### config.mk
export PLATFORM = sky130hd
export DESIGN_NAME = async_fifo
export DESIGN_NICKNAME = d
export VERILOG_FILES = /design/src/rtl/async_fifo.sv
export SDC_FILE = /design/constraint.sdc
export NUM_CORES = 1
export LEC_CHECK = 0
export CAP_MARGIN = 25
export CORE_ASPECT_RATIO = 1.5
export CORE_MARGIN = 2
export CORE_UTILIZATION = 30
export CTS_CLUSTER_DIAMETER = 50
export DETAILED_ROUTE_END_ITERATION = 8
export DONT_BUFFER_PORTS = 1
export HOLD_SLACK_MARGIN = 0.08
export MAX_ROUTING_LAYER = met4
export PLACE_DENSITY = 0.5
export SLEW_MARGIN = 20
export SYNTH_ARGS = -nofsm -noshare
export SYNTH_HDL_FRONTEND = slang
export SYNTH_SLANG_ARGS = --single-unit
### constraint.sdc
create_clock -name clk_in -period 33.2 [get_ports clk_in]
set_clock_uncertainty 0.2 [all_clocks]
set_input_delay 3.32 -clock clk_in [delete_from_list [all_inputs] [get_ports clk_in]]
set_output_delay 3.32 -clock clk_in [all_outputs]
set_load 0.02 [all_outputs]
### src/rtl/async_fifo.sv
// async_fifo: single-clock FIFO with full/empty status and a registered read port.
// The module name is historical; there is one clock domain and no CDC logic.
module async_fifo #(
  parameter int unsigned DW    = 140,
  parameter int unsigned DEPTH = 2
) (
  input  logic          clk_in,
  input  logic          rst_n,
  input  logic          fifo_w_enable,
  input  logic [DW-1:0] data_to_fifo,
  input  logic          fifo_r_enable,
  output logic [DW-1:0] data_from_fifo,
  output logic          fifo_full,
  output logic          fifo_empty
);

  localparam int unsigned AW = (DEPTH > 1) ? $clog2(DEPTH) : 1;

  // Pointers carry one extra wrap bit so full and empty are distinguishable.
  logic [AW:0]   wr_ptr_q, wr_ptr_d;
  logic [AW:0]   rd_ptr_q, rd_ptr_d;
  logic [DW-1:0] rd_data_q, rd_data_d;
  logic [DW-1:0] mem_q [DEPTH];
  logic [DW-1:0] mem_d [DEPTH];
  logic          wr_acc;
  logic          rd_acc;

  assign fifo_empty     = (wr_ptr_q == rd_ptr_q);
  assign fifo_full      = (wr_ptr_q[AW-1:0] == rd_ptr_q[AW-1:0]) &&
                          (wr_ptr_q[AW] != rd_ptr_q[AW]);
  assign data_from_fifo = rd_data_q;

  // Accept each side against pre-edge flags; compute next pointers, storage and read data.
  always_comb begin
    wr_acc    = fifo_w_enable && !fifo_full;
    rd_acc    = fifo_r_enable && !fifo_empty;
    wr_ptr_d  = wr_ptr_q;
    rd_ptr_d  = rd_ptr_q;
    rd_data_d = rd_data_q;
    mem_d     = mem_q;
    if (wr_acc) begin
      mem_d[wr_ptr_q[AW-1:0]] = data_to_fifo;
      wr_ptr_d                = wr_ptr_q + 1'b1;
    end
    if (rd_acc) begin
      rd_data_d = mem_q[rd_ptr_q[AW-1:0]];
      rd_ptr_d  = rd_ptr_q + 1'b1;
    end
  end

  // Pointer and read-data registers with synchronous active-low reset.
  always_ff @(posedge clk_in) begin
    if (!rst_n) begin
      wr_ptr_q  <= '0;
      rd_ptr_q  <= '0;
      rd_data_q <= '0;
    end else begin
      wr_ptr_q  <= wr_ptr_d;
      rd_ptr_q  <= rd_ptr_d;
      rd_data_q <= rd_data_d;
    end
  end

  // Storage array; contents are not cleared by reset and writes are blocked while in reset.
  always_ff @(posedge clk_in) begin
    if (rst_n) begin
      mem_q <= mem_d;
    end
  end

endmodule

==> reports/results.tsv, run 1 <==
stage	metric	value	unit
finish	fin cells	1655	
power_and_ir_drop	Internal	1.04	mW
logic_synthesis	Synth area leader	edfxtp_1	
grt	GR Util met3	6.06	%
power_and_ir_drop	largest vdd supply drop	0.0520	mV
logic_synthesis	simple share	0.435	%
clocking	Hold Buf Count CTS	0	
power_and_ir_drop	combinational share of power	17.3	%
power_and_ir_drop	Clk network pwr share	32.2	%
logic_synthesis	Registers, synthesis	424	
clocking	Resized cells post-CTS	0	
timing	Pins Over Slew Limit	0	
logic_synthesis	Yosys Chip Area	15800	µm²
finish	ratio of cells with drive above 1 in the final layout	8.32	%
critical_path	crit path DAT	1720	ps
routing	DR vias/cell	4.98	
status	status	complete, no violations	
logic_synthesis	Top area cell types	edfxtp_1 (53%), dfxtp_1 (18%), mux2i_1 (9.1%)	
power_and_ir_drop	top power group	sequential cells	
grt	total global routing overflow	0	
power_and_ir_drop	sequential share of power	50.5	%
routing	Iter 0 DRT Violations	329	
placement	number of placed instances, taps included	1563	
## run 1: cell type report
class                   count  area, µm²  area share (%)
repair buffers             12        103           0.577
clock inverters            14        161           0.908
diodes                     12       30.0           0.169
clock buffers              66       1270            7.13
multi-input cells         445       4070            22.9
well taps                 682        853            4.80
flip-flops and latches    424      11300            63.5
## run 1: synth_stat cells
master	number
nand2b_1	2
clkbuf_1	48
a21boi_1	2
o211a_1	140
o211ai_1	140
xor2_2	2
dfxtp_1	144
o21ai_1	1
buf_4	2
buf_2	36
nor3b_1	1
buf_6	10
nand2_1	4
nand4b_1	1
xnor2_1	1
nor2_1	5
o21a_1	1
mux2i_1	144
nand4_1	1
edfxtp_1	280
## run 1: registers in the layout, summed over array words and instances (netlist names)
signal / cells
mem_q: 280
data_from_fifo: 140
rd_ptr_q: 2
wr_ptr_q: 2
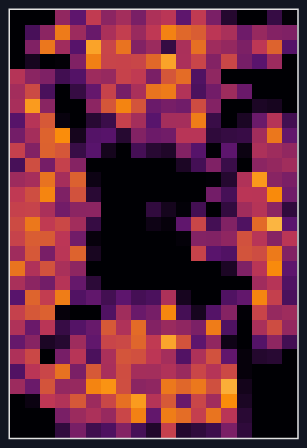
Figure 1: run 1, cell density map.
Scale: 1.5 px per µm. 19 x 29 tiles, from black (low) to pale yellow (high), 0 to 100% covered.
mean over tiles = 31%
tiles over 75% full = 1.8%
emptiest ninth of the die = center
nearly empty tiles = 23%
fullest tile = 84%
post-layout util: 34.0%
FP Core Util: 30.2%
core area: 52300 µm²

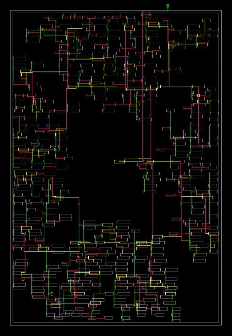
Figure 2: run 1, the clock network.
Flops: 424
Skew-Pair Late Insertion Delay: 560 ps
Clock group: 0.490 mW

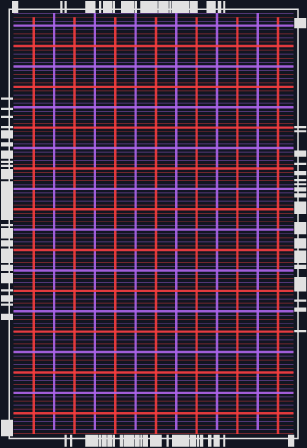
Figure 3: run 1, PDN straps and rails.
Scale: 1.5 px per µm. Pins as bars on the die edge.
VDD -> purple
VSS -> red
met1 rails = 104
rows = 103

Figure 4. Met2 routing (run 1).
Scale: 1.5 px per µm.
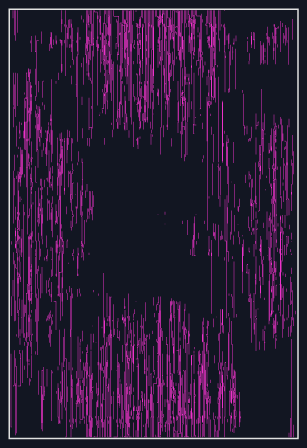

==> inputs of run 2 (changes only) <==
--- a/config.mk
+++ b/config.mk
@@ -14,7 +14,7 @@
 export DONT_BUFFER_PORTS = 1
 export HOLD_SLACK_MARGIN = 0.08
 export MAX_ROUTING_LAYER = met4
-export PLACE_DENSITY = 0.5
+export PLACE_DENSITY = 0.51
 export SLEW_MARGIN = 20
 export SYNTH_ARGS = -nofsm -noshare
 export SYNTH_HDL_FRONTEND = slang
==> constraint.sdc (replaced) <==
create_clock -name clk_in -period 4.4 [get_ports clk_in]
set_clock_uncertainty 0.2 [all_clocks]
set_input_delay 0.44 -clock clk_in [delete_from_list [all_inputs] [get_ports clk_in]]
set_output_delay 0.44 -clock clk_in [all_outputs]
set_load 0.02 [all_outputs]
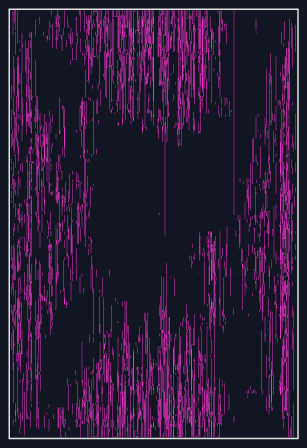
Figure 5: run 2, met2 routing.
Scale: 1.5 px per µm.
nets with wire on the layer = 1095
wire length on this layer = 21.0 mm
longest straight run = 136 µm
met2 global-route usage: 25.6%
vias after detailed routing: 8977
final WL: 39800 µm

==> reports/results.tsv, run 2 <==
stage	metric	value	unit
status	status	complete, no violations	
routing	DR vias/cell	5.01	
logic_synthesis	Synth area leader	edfxtp_1	
finish	Comb area share	21.1	%
logic_synthesis	Post-synth EDFFs	280	
finish	Largest cell class	sequential cells	
logic_synthesis	Top area cell types	edfxtp_1 (53%), dfxtp_1 (18%), mux2i_1 (9.1%)	
power_and_ir_drop	top power group	sequential cells	
finish	comb. cell area	4090	µm²
finish	#MultiIn Comb	445	
power_and_ir_drop	Clk network pwr share	32.0	%
clocking	Skew-Pair Late Insertion Delay	570	ps
finish	clk cell area share	7.71	%
logic_synthesis	Yosys Chip Area	15800	µm²
finish	Flops	424	
logic_synthesis	Registers, synthesis	424	
logic_synthesis	Synth top cell by count	edfxtp_1	
power_and_ir_drop	Internal	8.01	mW
die	core area	52300	µm²
power_and_ir_drop	combinational share of power	19.3	%
die	FP Core Util	30.2	%
finish	fin cells	1793	
finish	clock buffers	59	
die	tap cells	682	
critical_path	crit path DAT	3640	ps
power_and_ir_drop	sequential share of power	48.7	%
finish	register with the most flip-flops	mem_q	
power_and_ir_drop	largest vdd supply drop	0.471	mV
grt	total global routing overflow	0	
routing	Iter 0 DRT Violations	343	
logic_synthesis	Commonest cells post-synth	edfxtp_1 (280), dfxtp_1 (144), mux2i_1 (144), o211a_1 (140), o211ai_1 (140)	
timing	Pins Over Slew Limit	0	
logic_synthesis	Mapped Cells	965	
finish	Antenna diodes	4	
placement	number of placed instances, taps included	1563	
finish	max reg flops	280	
finish	Non-Clock Buffer Area Fraction	8.59	%
logic_synthesis	Synth Flop Type	edfxtp_1	
power_and_ir_drop	Clock group	3.81	mW
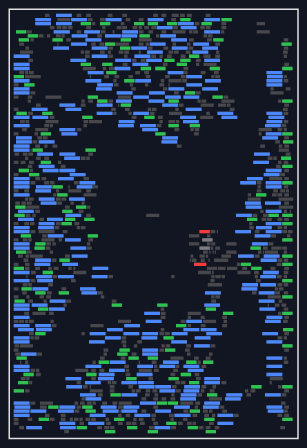
Figure 6: run 2, sequential cells colored by netlist name.
Scale: 1.5 px per µm.
`data_from_fifo` -> green  # placed flops 140, where spread over the die
`mem_q` -> blue  # placed flops 280, where spread over the die
`rd_ptr_q` -> red  # placed flops 2
not colored = 2
Seq area share: 58.2%
post-layout util: 37.1%
Seq. cell area: 11300 µm²
Seq group: 5.79 mW

==> run 2: netlist changes by cell type in the layout (fill, tap and decap cells not counted), sizes merged <==
cell	change
buf	+2
clkbuf	-7
clkinv	+1
clkinvlp	+4
diode	-8
dlygate4sd3	+142
inv	+4
==> run 2: critical path, stage by stage (launching register included) <==
cell and delay [ps]:
dfxtp_4 380, buf_12 550, buf_4 710, mux2i_1 280, o211ai_1 110, o211a_1 170
dlygate4sd3_1 570
==> run 2: layer usage <==
layer	share of wire, %	wire length [µm]	up-vias
li1	-	-	4089
met1	39	15400	4580
met2	53	21000	246
met3	5.8	2310	62
met4	2.7	1070	0
met5	0	0	-
Figure 7. Cell density map (run 2).
Scale: 1.5 px per µm. 19 x 29 tiles, from black (low) to pale yellow (high), 0 to 100% covered.
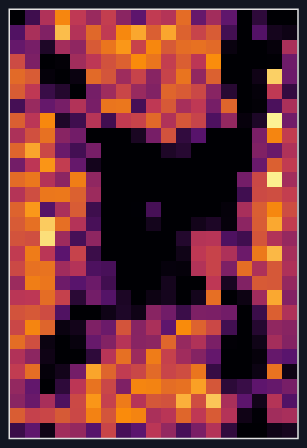

==> inputs of run 3 (changes only) <==
--- a/config.mk
+++ b/config.mk
@@ -14,7 +14,7 @@
 export DONT_BUFFER_PORTS = 1
 export HOLD_SLACK_MARGIN = 0.08
 export MAX_ROUTING_LAYER = met4
-export PLACE_DENSITY = 0.51
+export PLACE_DENSITY = 0.5
 export SLEW_MARGIN = 20
 export SYNTH_ARGS = -nofsm -noshare
 export SYNTH_HDL_FRONTEND = slang
==> constraint.sdc (replaced) <==
create_clock -name clk_in -period 3.2 [get_ports clk_in]
set_clock_uncertainty 0.2 [all_clocks]
set_input_delay 0.32 -clock clk_in [delete_from_list [all_inputs] [get_ports clk_in]]
set_output_delay 0.32 -clock clk_in [all_outputs]
set_load 0.02 [all_outputs]
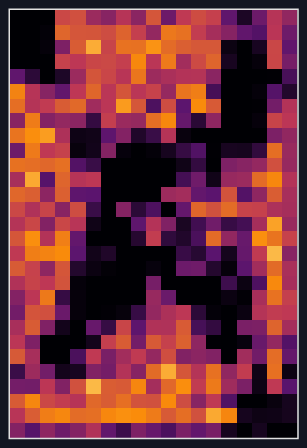
Figure 8: run 3, cell density map.
Scale: 1.5 px per µm. 19 x 29 tiles, from black (low) to pale yellow (high), 0 to 100% covered.
emptiest ninth of the die = center
nearly empty tiles = 20%
fullest tile = 85%
tiles over 75% full = 2.9%

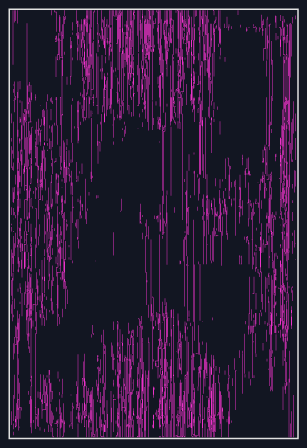
Figure 9: run 3, met2 routing.
Scale: 1.5 px per µm.
nets with wire on the layer = 1075
main direction = vertical

==> reports/results.tsv, run 3 <==
stage	metric	value	unit
critical_path	Critical-path top delay cell	dfxtp_1	
critical_path	stages on the worst setup path	6	
logic_synthesis	Synth area leader	edfxtp_1	
logic_synthesis	Yosys Chip Area	15800	µm²
routing	met3 WL	2750	µm
timing	Pins Over Slew Limit	0	
finish	post-layout util	37.2	%
routing	top routing layer in use	met4	
power_and_ir_drop	Seq group	7.95	mW
die	FP Core Util	30.2	%
logic_synthesis	Commonest cells post-synth	edfxtp_1 (280), dfxtp_1 (144), mux2i_1 (144), o211a_1 (140), o211ai_1 (140)	
logic_synthesis	simple share	0.435	%
power_and_ir_drop	Clk network pwr share	32.1	%
critical_path	CP Cell Sequence	xor2_4 > buf_4 > o21a_4 > buf_12 > o211a_1 > dlygate4sd3_1	
clocking	Skew-Pair Late Insertion Delay	580	ps
routing	met1 wire length	15500	µm
clocking	Resized cells post-CTS	0	
finish	register with the most flip-flops	mem_q	
critical_path	crit path DAT	3320	ps
power_and_ir_drop	largest vdd supply drop	0.443	mV
routing	Iter 0 DRT Violations	407	
routing	final WL	40300	µm
routing	vias after detailed routing	8991	
finish	ratio of cells with drive above 1 in the final layout	8.78	%
critical_path	Bufs and invs on worst path	3	
routing	routed wl met2	20700	µm
routing	DR vias/cell	4.99	
grt	total global routing overflow	0	
power_and_ir_drop	top power group	sequential cells	
logic_synthesis	share of flip-flops with an asynchronous set or reset	0	%
critical_path	worst stage delay on the critical path	530	ps
power_and_ir_drop	Clock group	5.27	mW
finish	max reg flops	280	
logic_synthesis	Post-synth EDFFs	280	
power_and_ir_drop	sequential share of power	48.5	%
power_and_ir_drop	combinational share of power	19.4	%
status	status	complete, no violations	
placement	number of placed instances, taps included	1568	
-- run 3: cell counts after synthesis --
No cell type changed its count.
-- run 3: routing by layer --
layer / track usage [%] / vias up
met1: 16.3 / 4546
met2: 25.5 / 249
li1: - / 4116
met4: 6.17 / 0
met3: 4.49 / 80
met5: - / -
-- run 3: what timing repair did --
| item | 4_1_cts | 5_1_grt |
|---|---|---|
| hold buffers | 144 | 0 |
| hold endpoints to repair | 424 | 0 |
| setup buffers | 0 | 0 |
-- run 3: area by class of cell --
cell class | instances | area share [%]
sequential | 424 | 58.1
clock buffer | 57 | 6.24
tap | 682 | 4.39
antenna | 5 | 0.0644
clock inverter | 29 | 1.49
timing repair buffer | 161 | 8.70
multi-input combinational | 445 | 21.0
Power and IR drop assume default switching activity.
